**src/rtl/crc16_arbiter_pkg.sv**
```systemverilog
// Shared types and constants for the CRC16 job arbiter.
//   state_e  : arbiter FSM states
//   req_id_e : requester identity (TX = requester 0, RX = requester 1)
//   CRC16_W  : width of the CRC result
package crc16_arbiter_pkg;

  localparam int CRC16_W = 16;

  typedef enum logic [1:0] {
    IDLE,
    SHIFT,
    WAIT,
    RESP
  } state_e;

  typedef enum logic {
    REQ_TX,
    REQ_RX
  } req_id_e;

  function automatic req_id_e other_id(input req_id_e id);
    return (id == REQ_TX) ? REQ_RX : REQ_TX;
  endfunction

endpackage

```
**src/rtl/crc16_arbiter_if.sv**
```systemverilog
// Bundle of requester-side and engine-side signals of the CRC16 arbiter.
//   slave  : view of the arbiter itself
//   master : view of the surroundings (requesters + CRC engine)
// Requester side : tx/rx_req, tx/rx_data in; tx/rx_gnt, tx/rx_done, crc_out, crc_err out
// Engine side    : crc16_start, s_in, crc16_rec out; crc16_done, crc16_val in
interface crc16_arbiter_if #(
  parameter int DATA_W = 64
) ();
  import crc16_arbiter_pkg::*;

  logic              tx_req;
  logic              rx_req;
  logic [DATA_W-1:0] tx_data;
  logic [DATA_W-1:0] rx_data;
  logic              tx_gnt;
  logic              rx_gnt;
  logic              tx_done;
  logic              rx_done;
  logic [CRC16_W-1:0] crc_out;
  logic              crc_err;

  logic              crc16_start;
  logic              s_in;
  logic              crc16_done;
  logic [CRC16_W-1:0] crc16_val;
  logic              crc16_rec;

  modport slave (
    input  tx_req, rx_req, tx_data, rx_data, crc16_done, crc16_val,
    output tx_gnt, rx_gnt, tx_done, rx_done, crc_out, crc_err,
           crc16_start, s_in, crc16_rec
  );

  modport master (
    output tx_req, rx_req, tx_data, rx_data, crc16_done, crc16_val,
    input  tx_gnt, rx_gnt, tx_done, rx_done, crc_out, crc_err,
           crc16_start, s_in, crc16_rec
  );

endinterface

```
**src/rtl/crc16_arbiter_rr_pick.sv**
```systemverilog
// Two-way round-robin selector (purely combinational).
//   i_tx_req, i_rx_req : request pair
//   i_ptr              : requester favoured when both request
//   o_winner           : selected requester
//   o_valid            : at least one request present
module crc16_rr_pick
  import crc16_arbiter_pkg::*;
(
  input  logic    i_tx_req,
  input  logic    i_rx_req,
  input  req_id_e i_ptr,
  output req_id_e o_winner,
  output logic    o_valid
);

  always_comb begin
    o_valid  = i_tx_req | i_rx_req;
    o_winner = REQ_TX;
    if (i_tx_req && i_rx_req) begin
      o_winner = i_ptr;
    end else if (i_rx_req) begin
      o_winner = REQ_RX;
    end
  end

endmodule

```
**src/rtl/crc16_arbiter.sv**
```systemverilog
// Arbitrates two requesters (TX, RX) onto one external CRC16 engine.
// The winner's payload is serialized MSB first on s_in, then the engine
// result is awaited with a timeout and returned with a done pulse.
//   clk, rst_n : clock, asynchronous active-low reset
//   bus        : crc16_arbiter_if.slave (requester and engine signals)
//
// state | meaning
// IDLE  | no job; grant the round-robin winner when any req is high
// SHIFT | payload bit on s_in each cycle, crc16_start on the first one
// WAIT  | waiting for crc16_done, bounded by TIMEOUT cycles
// RESP  | done pulse to owner, crc16_rec unless timed out, advance pointer
module crc16_arbiter
  import crc16_arbiter_pkg::*;
#(
  parameter int DATA_W  = 64,
  parameter int TIMEOUT = 16
) (
  input  logic           clk,
  input  logic           rst_n,
  crc16_arbiter_if.slave bus
);

  localparam int BIT_W = (DATA_W > 1) ? $clog2(DATA_W) : 1;
  localparam int TO_W  = (TIMEOUT > 0) ? $clog2(TIMEOUT + 1) : 1;
  localparam logic [BIT_W-1:0] BIT_LAST = BIT_W'(DATA_W - 1);
  localparam logic [TO_W-1:0]  TO_LAST  = TO_W'(TIMEOUT);

  state_e              r_state;
  req_id_e             r_owner;
  req_id_e             r_ptr;
  logic [DATA_W-1:0]   r_shreg;
  logic [BIT_W-1:0]    r_bit_cnt;
  logic [TO_W-1:0]     r_to_cnt;
  logic                r_s_in;
  logic                r_start;
  logic                r_tx_done;
  logic                r_rx_done;
  logic                r_rec;
  logic [CRC16_W-1:0]  r_crc_out;
  logic                r_crc_err;

  req_id_e             w_winner;
  logic                w_valid;
  logic                w_grant;
  logic [DATA_W-1:0]   w_data;

  crc16_rr_pick u_pick (
    .i_tx_req (bus.tx_req),
    .i_rx_req (bus.rx_req),
    .i_ptr    (r_ptr),
    .o_winner (w_winner),
    .o_valid  (w_valid)
  );

  assign w_data = (w_winner == REQ_RX) ? bus.rx_data : bus.tx_data;

  // The grant has to appear in the same IDLE cycle the request is seen, so it
  // is decoded rather than registered; rst_n masks it while reset is held.
  assign w_grant = rst_n && (r_state == IDLE) && w_valid;

  assign bus.tx_gnt      = w_grant && (w_winner == REQ_TX);
  assign bus.rx_gnt      = w_grant && (w_winner == REQ_RX);
  assign bus.tx_done     = r_tx_done;
  assign bus.rx_done     = r_rx_done;
  assign bus.crc_out     = r_crc_out;
  assign bus.crc_err     = r_crc_err;
  assign bus.crc16_start = r_start;
  assign bus.s_in        = r_s_in;
  assign bus.crc16_rec   = r_rec;

  always_ff @(posedge clk or negedge rst_n) begin
    if (!rst_n) begin
      r_state   <= IDLE;
      r_owner   <= REQ_TX;
      r_ptr     <= REQ_TX;
      r_shreg   <= '0;
      r_bit_cnt <= '0;
      r_to_cnt  <= '0;
      r_s_in    <= 1'b0;
      r_start   <= 1'b0;
      r_tx_done <= 1'b0;
      r_rx_done <= 1'b0;
      r_rec     <= 1'b0;
      r_crc_out <= '0;
      r_crc_err <= 1'b0;
    end else begin
      r_start   <= 1'b0;
      r_tx_done <= 1'b0;
      r_rx_done <= 1'b0;
      r_rec     <= 1'b0;
      case (r_state)
        IDLE: begin
          if (w_valid) begin
            // The MSB goes straight to s_in; the register keeps the rest.
            r_owner   <= w_winner;
            r_s_in    <= w_data[DATA_W-1];
            r_shreg   <= {w_data[DATA_W-2:0], 1'b0};
            r_start   <= 1'b1;
            r_bit_cnt <= '0;
            r_state   <= SHIFT;
          end
        end
        SHIFT: begin
          if (r_bit_cnt == BIT_LAST) begin
            r_s_in   <= 1'b0;
            r_to_cnt <= '0;
            r_state  <= WAIT;
          end else begin
            r_s_in    <= r_shreg[DATA_W-1];
            r_shreg   <= {r_shreg[DATA_W-2:0], 1'b0};
            r_bit_cnt <= r_bit_cnt + 1'b1;
          end
        end
        WAIT: begin
          // An engine result in the same cycle as the timeout still wins.
          if (bus.crc16_done) begin
            r_crc_out <= bus.crc16_val;
            r_crc_err <= 1'b0;
            r_rec     <= 1'b1;
            r_tx_done <= (r_owner == REQ_TX);
            r_rx_done <= (r_owner == REQ_RX);
            r_state   <= RESP;
          end else if (r_to_cnt == TO_LAST) begin
            r_crc_out <= '0;
            r_crc_err <= 1'b1;
            r_tx_done <= (r_owner == REQ_TX);
            r_rx_done <= (r_owner == REQ_RX);
            r_state   <= RESP;
          end else begin
            r_to_cnt <= r_to_cnt + 1'b1;
          end
        end
        RESP: begin
          r_ptr     <= other_id(r_owner);
          r_bit_cnt <= '0;
          r_to_cnt  <= '0;
          r_state   <= IDLE;
        end
        default: r_state <= IDLE;
      endcase
    end
  end

endmodule

```
**src/flat_wrapper.sv**
```systemverilog
// flat-port wrapper written by rule: the top's interface ports become plain ports
module crc16_arbiter_flat import crc16_arbiter_pkg::*;
#(
  parameter int DATA_W  = 64,
  parameter int TIMEOUT = 16
)
  (clk, rst_n, bus_tx_req, bus_rx_req, bus_tx_data, bus_rx_data, bus_crc16_done, bus_crc16_val, bus_tx_gnt, bus_rx_gnt, bus_tx_done, bus_rx_done, bus_crc_out, bus_crc_err, bus_crc16_start, bus_s_in, bus_crc16_rec);
  crc16_arbiter_if #(.DATA_W(DATA_W)) bus_i ();
  input  logic clk;
  input  logic rst_n;
  input wire logic [$bits(bus_i.tx_req)-1:0] bus_tx_req;
  input wire logic [$bits(bus_i.rx_req)-1:0] bus_rx_req;
  input wire logic [$bits(bus_i.tx_data)-1:0] bus_tx_data;
  input wire logic [$bits(bus_i.rx_data)-1:0] bus_rx_data;
  input wire logic [$bits(bus_i.crc16_done)-1:0] bus_crc16_done;
  input wire logic [$bits(bus_i.crc16_val)-1:0] bus_crc16_val;
  output wire logic [$bits(bus_i.tx_gnt)-1:0] bus_tx_gnt;
  output wire logic [$bits(bus_i.rx_gnt)-1:0] bus_rx_gnt;
  output wire logic [$bits(bus_i.tx_done)-1:0] bus_tx_done;
  output wire logic [$bits(bus_i.rx_done)-1:0] bus_rx_done;
  output wire logic [$bits(bus_i.crc_out)-1:0] bus_crc_out;
  output wire logic [$bits(bus_i.crc_err)-1:0] bus_crc_err;
  output wire logic [$bits(bus_i.crc16_start)-1:0] bus_crc16_start;
  output wire logic [$bits(bus_i.s_in)-1:0] bus_s_in;
  output wire logic [$bits(bus_i.crc16_rec)-1:0] bus_crc16_rec;
  assign bus_i.tx_req = bus_tx_req;
  assign bus_i.rx_req = bus_rx_req;
  assign bus_i.tx_data = bus_tx_data;
  assign bus_i.rx_data = bus_rx_data;
  assign bus_i.crc16_done = bus_crc16_done;
  assign bus_i.crc16_val = bus_crc16_val;
  assign bus_tx_gnt = bus_i.tx_gnt;
  assign bus_rx_gnt = bus_i.rx_gnt;
  assign bus_tx_done = bus_i.tx_done;
  assign bus_rx_done = bus_i.rx_done;
  assign bus_crc_out = bus_i.crc_out;
  assign bus_crc_err = bus_i.crc_err;
  assign bus_crc16_start = bus_i.crc16_start;
  assign bus_s_in = bus_i.s_in;
  assign bus_crc16_rec = bus_i.crc16_rec;
  crc16_arbiter #(.DATA_W(DATA_W), .TIMEOUT(TIMEOUT)) u_core (.clk(clk), .rst_n(rst_n), .bus(bus_i));
endmodule
```
**config.mk**
```make
export PLATFORM = sky130hd
export DESIGN_NAME = crc16_arbiter_flat
export DESIGN_NICKNAME = d
export VERILOG_FILES = /design/src/rtl/crc16_arbiter_pkg.sv /design/src/rtl/crc16_arbiter_if.sv /design/src/rtl/crc16_arbiter_rr_pick.sv /design/src/rtl/crc16_arbiter.sv /design/src/flat_wrapper.sv
export SDC_FILE = /design/constraint.sdc
export NUM_CORES = 1
export LEC_CHECK = 0
export CORE_MARGIN = 1.5
export CORE_UTILIZATION = 50
export CTS_CLUSTER_SIZE = 12
export DETAILED_ROUTE_END_ITERATION = 16
export PLACE_DENSITY = 0.87
export SETUP_SLACK_MARGIN = 0.3
export SYNTH_ARGS = -nofsm -noshare
export SYNTH_HDL_FRONTEND = slang
export SYNTH_HIERARCHICAL = 1
export SYNTH_SLANG_ARGS = --single-unit
```
**constraint.sdc**
```tcl
create_clock -name clk -period 4.16 [get_ports clk]
set_clock_uncertainty 0.1 [all_clocks]
set_input_delay 0.416 -clock clk [delete_from_list [all_inputs] [get_ports clk]]
set_output_delay 0.416 -clock clk [all_outputs]
set_load 0.005 [all_outputs]
```
run_1/clock_wires.png
Bar = 20 um.
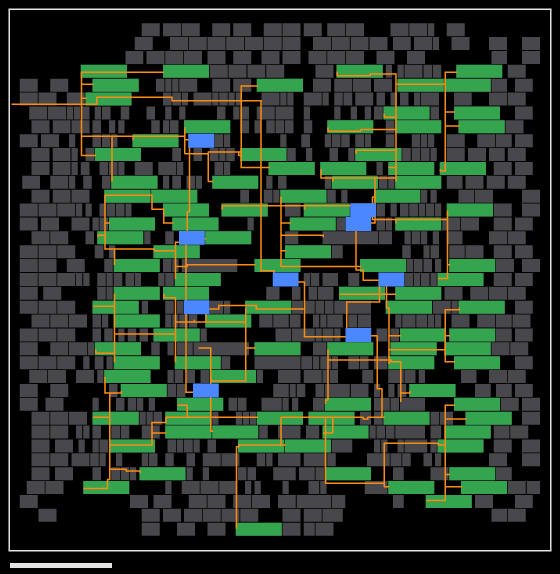
[green] flip-flops | count: 100
[blue] clock-net drivers | count: 9
[orange] clock wires | length: 1100 um
routed clock nets: 10
flops lie: spread over the die

run_1/congestion_map.png
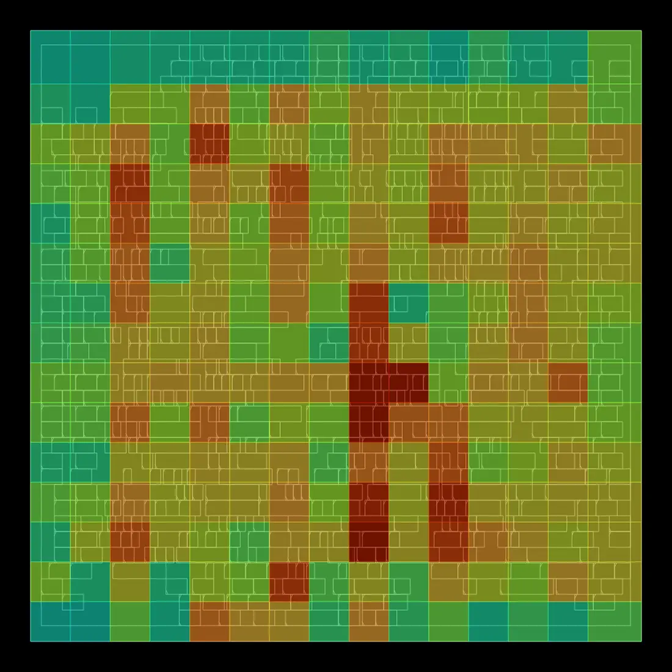
Finished Core Util: 70.7%
GRT met3 Usage: 4.58%

==> GITHUB_STEP_SUMMARY, run 1 <==
## Synthesis and layout report

| Metric | Value |
|---|---|
| Status | `finished with violations` |
| Failing checks | `hold timing` |
| Worst stage delay on the critical path | `520 ps` |
| Root Buffer | `clkbuf_8` |
| Commonest flop | `dfrtp_1` |
| P_leak | `3.20 nW` |
| Setup CP Type | `flip-flop to output port` |
| Die footprint | `0.0112 sq mm` |
| Crit path cell chain | `inv_1 -> ha_1 -> and2_1 -> nand2_1 -> nor2_1 -> clkdlybuf4s50_1` |
| Share of layout cells above drive strength 1 | `4.83%` |
| Drt pass-1 iters | `5` |
| Detail Route met3 WL | `819 um` |
| Yosys stat area | `0.00529 sq mm` |
| Antenna Cells | `0` |
| Reg2Reg Depth | `6` |
| Power Internal | `2.71 mW` |
| XOR/XNOR Area Share | `0%` |
| Power Total | `4.38 mW` |
| Sw Ratio | `38.1%` |
| Io pins | `173` |
| Endpoint class of the critical path | `output port` |
| GRT Residual Overflow | `0` |
| FP Rows | `37` |
| Layout Nets | `877` |
| # Cells Yosys | `573` |
| Inverter count | `9` |
| Post-synth top area cell | `dfrtp_1` |
| Top cell area share | `47.3%` |
| Detailed Route WL | `12300 um` |
| Main area contributors | `dfrtp_1 47%, mux2i_1 12%, a21oi_1 6.2%` |
| Number of non-clock buffers in the layout | `179` |
| FF-to-FF Start | `u_core/r_state[1]` |
| Min setup slack post-route | `1350 ps` |
| CTS resizes | `0` |
| Layout non-clock buf frac | `24.4%` |
| Post-Syn Area | `0.00529 sq mm` |
| # hold bufs at CTS | `0` |
| Area of all placed cells without fillers | `0.00726 sq mm` |
| Yosys warns | `6` |
| Critical path's top delay family | `buffers and inverters` |
| Sequential area share after synthesis | `47.3%` |
| CLK BUF | `10` |
| Reg area | `0.00250 sq mm` |
| Fill cells | `775` |
| Gate Count Post-Synth | `573` |
| MaxCap Viol Count | `0` |
| Largest register FFs | `63` |
| Clock group | `0.731 mW` |
| Leading cell kind | `combinational gates` |
| Comb pwr share | `45.7%` |
| HPWL Detailed | `8990 um` |
| Setup_tns | `0 ps` |
| Endpoints failing hold | `3` |
| Worst hold margin | `-10.9 ps` |
| Pwr dens | `603 mW/mm^2` |
| Sink Count | `100` |
| Tot GR Track Use | `22.3%` |
run_1/ff_map.png
Bar = 20 um.
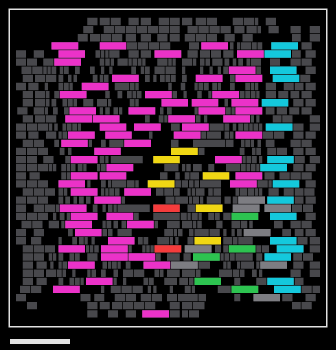
| color | netlist name | sequential cells |
|---|---|---|
| cyan | u_core/bus.crc_out | 16 |
| yellow | u_core/r_bit_cnt | 6 |
| red | u_core/r_state | 2 |
| magenta | u_core/r_shreg | 63 |
| green | u_core/r_to_cnt | 5 |
not colored: 8

--- run 2 (diff from run 1) ---
Settings changed: CORE_UTILIZATION 50 to 42, PLACE_DENSITY 0.87 to 0.78.
Clock period 4.16 ns to 2.34 ns, I/O delays scaled along.
run_2/class_map.png
Bar = 20 um.
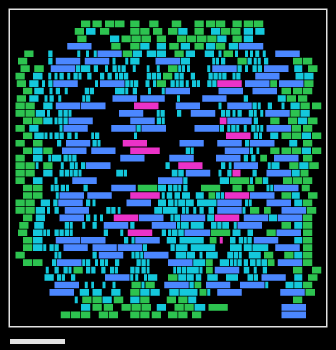
| color | class | cells | share of their area |
|---|---|---|---|
| green | remaining buffers and delay cells | 189 | 26% |
| magenta | clock drivers and dummy loads | 14 | 4.2% |
| blue | sequential cells | 100 | 34% |
| cyan | remaining logic cells | 430 | 36% |

==> GITHUB_STEP_SUMMARY, run 2 <==
## Synthesis and layout report

| Metric | Value |
|---|---|
| Gate Count Post-Synth | `573 (unchanged)` |
| Min setup slack post-route | `407 ps (-939 ps)` |
| Drt pass-1 iters | `4 (-1)` |
| FP Rows | `40 (+8.1%)` |
| Largest register FFs | `63 (unchanged)` |
| Share of layout cells above drive strength 1 | `6.68% (+1.9 points)` |
| Seq area share | `33.3%` |
| # Cells Yosys | `573 (unchanged)` |
| CTS resizes | `9 (+9)` |
| Layout Nets | `887 (+1.1%)` |
| Root Buffer | `clkbuf_16` |
| Sequential area share after synthesis | `47.3% (unchanged)` |
| Status | `finished clean` |
| Io pins | `173 (unchanged)` |
| Detail Route met3 WL | `553 um (-32%)` |
| CLK BUF | `10 (unchanged)` |
| Top cell area share | `47.3% (unchanged)` |
| FF-to-FF Start | `u_core/r_state[1]` |
| Number of non-clock buffers in the layout | `189 (+5.6%)` |
| Comb pwr share | `45.8% (about the same)` |
| HPWL Detailed | `8920 um (-0.80%)` |
| Finished Core Util | `61.9% (-8.8 points)` |
| Main area contributors | `dfrtp_1 47%, mux2i_1 12%, a21oi_1 6.2%` |
| Post-synth top area cell | `dfrtp_1` |
| Crit path cell chain | `clkdlybuf4s50_1 -> or2_4 -> and2_4 -> and3_1 -> dlygate4sd2_1` |
| Detailed Route WL | `12200 um (-1.1%)` |
| Power Total | `8.19 mW (+87%)` |
| Commonest flop | `dfrtp_1` |
| Inverter count | `9 (unchanged)` |
| Tot GR Track Use | `18.9% (-3.4 points)` |
| # hold bufs at CTS | `1 (+1)` |
| Endpoint class of the critical path | `output port` |
| GRT met3 Usage | `3.11% (-1.5 points)` |
| Layout non-clock buf frac | `25.4% (+0.96 points)` |
| Worst stage delay on the critical path | `460 ps (-60 ps)` |
| Fill cells | `1050 (+35%)` |
| XOR/XNOR Area Share | `0% (unchanged)` |
| Die footprint | `0.0133 sq mm (+18%)` |
| Power Internal | `5.19 mW (+92%)` |
| Yosys stat area | `0.00529 sq mm (unchanged)` |
| Endpoints failing hold | `0 (-3)` |
| Pwr dens | `1090 mW/mm^2 (+80%)` |
| Sink Count | `100 (unchanged)` |
| Yosys warns | `6 (unchanged)` |
| Area of all placed cells without fillers | `0.00753 sq mm (+3.7%)` |
| Setup CP Type | `primary input to output port` |
| P_leak | `3.30 nW (+3.2%)` |
| Post-Syn Area | `0.00529 sq mm (unchanged)` |
| MaxCap Viol Count | `0 (unchanged)` |
| Critical path's top delay family | `buffers and inverters` |
Power and IR drop assume default switching activity.
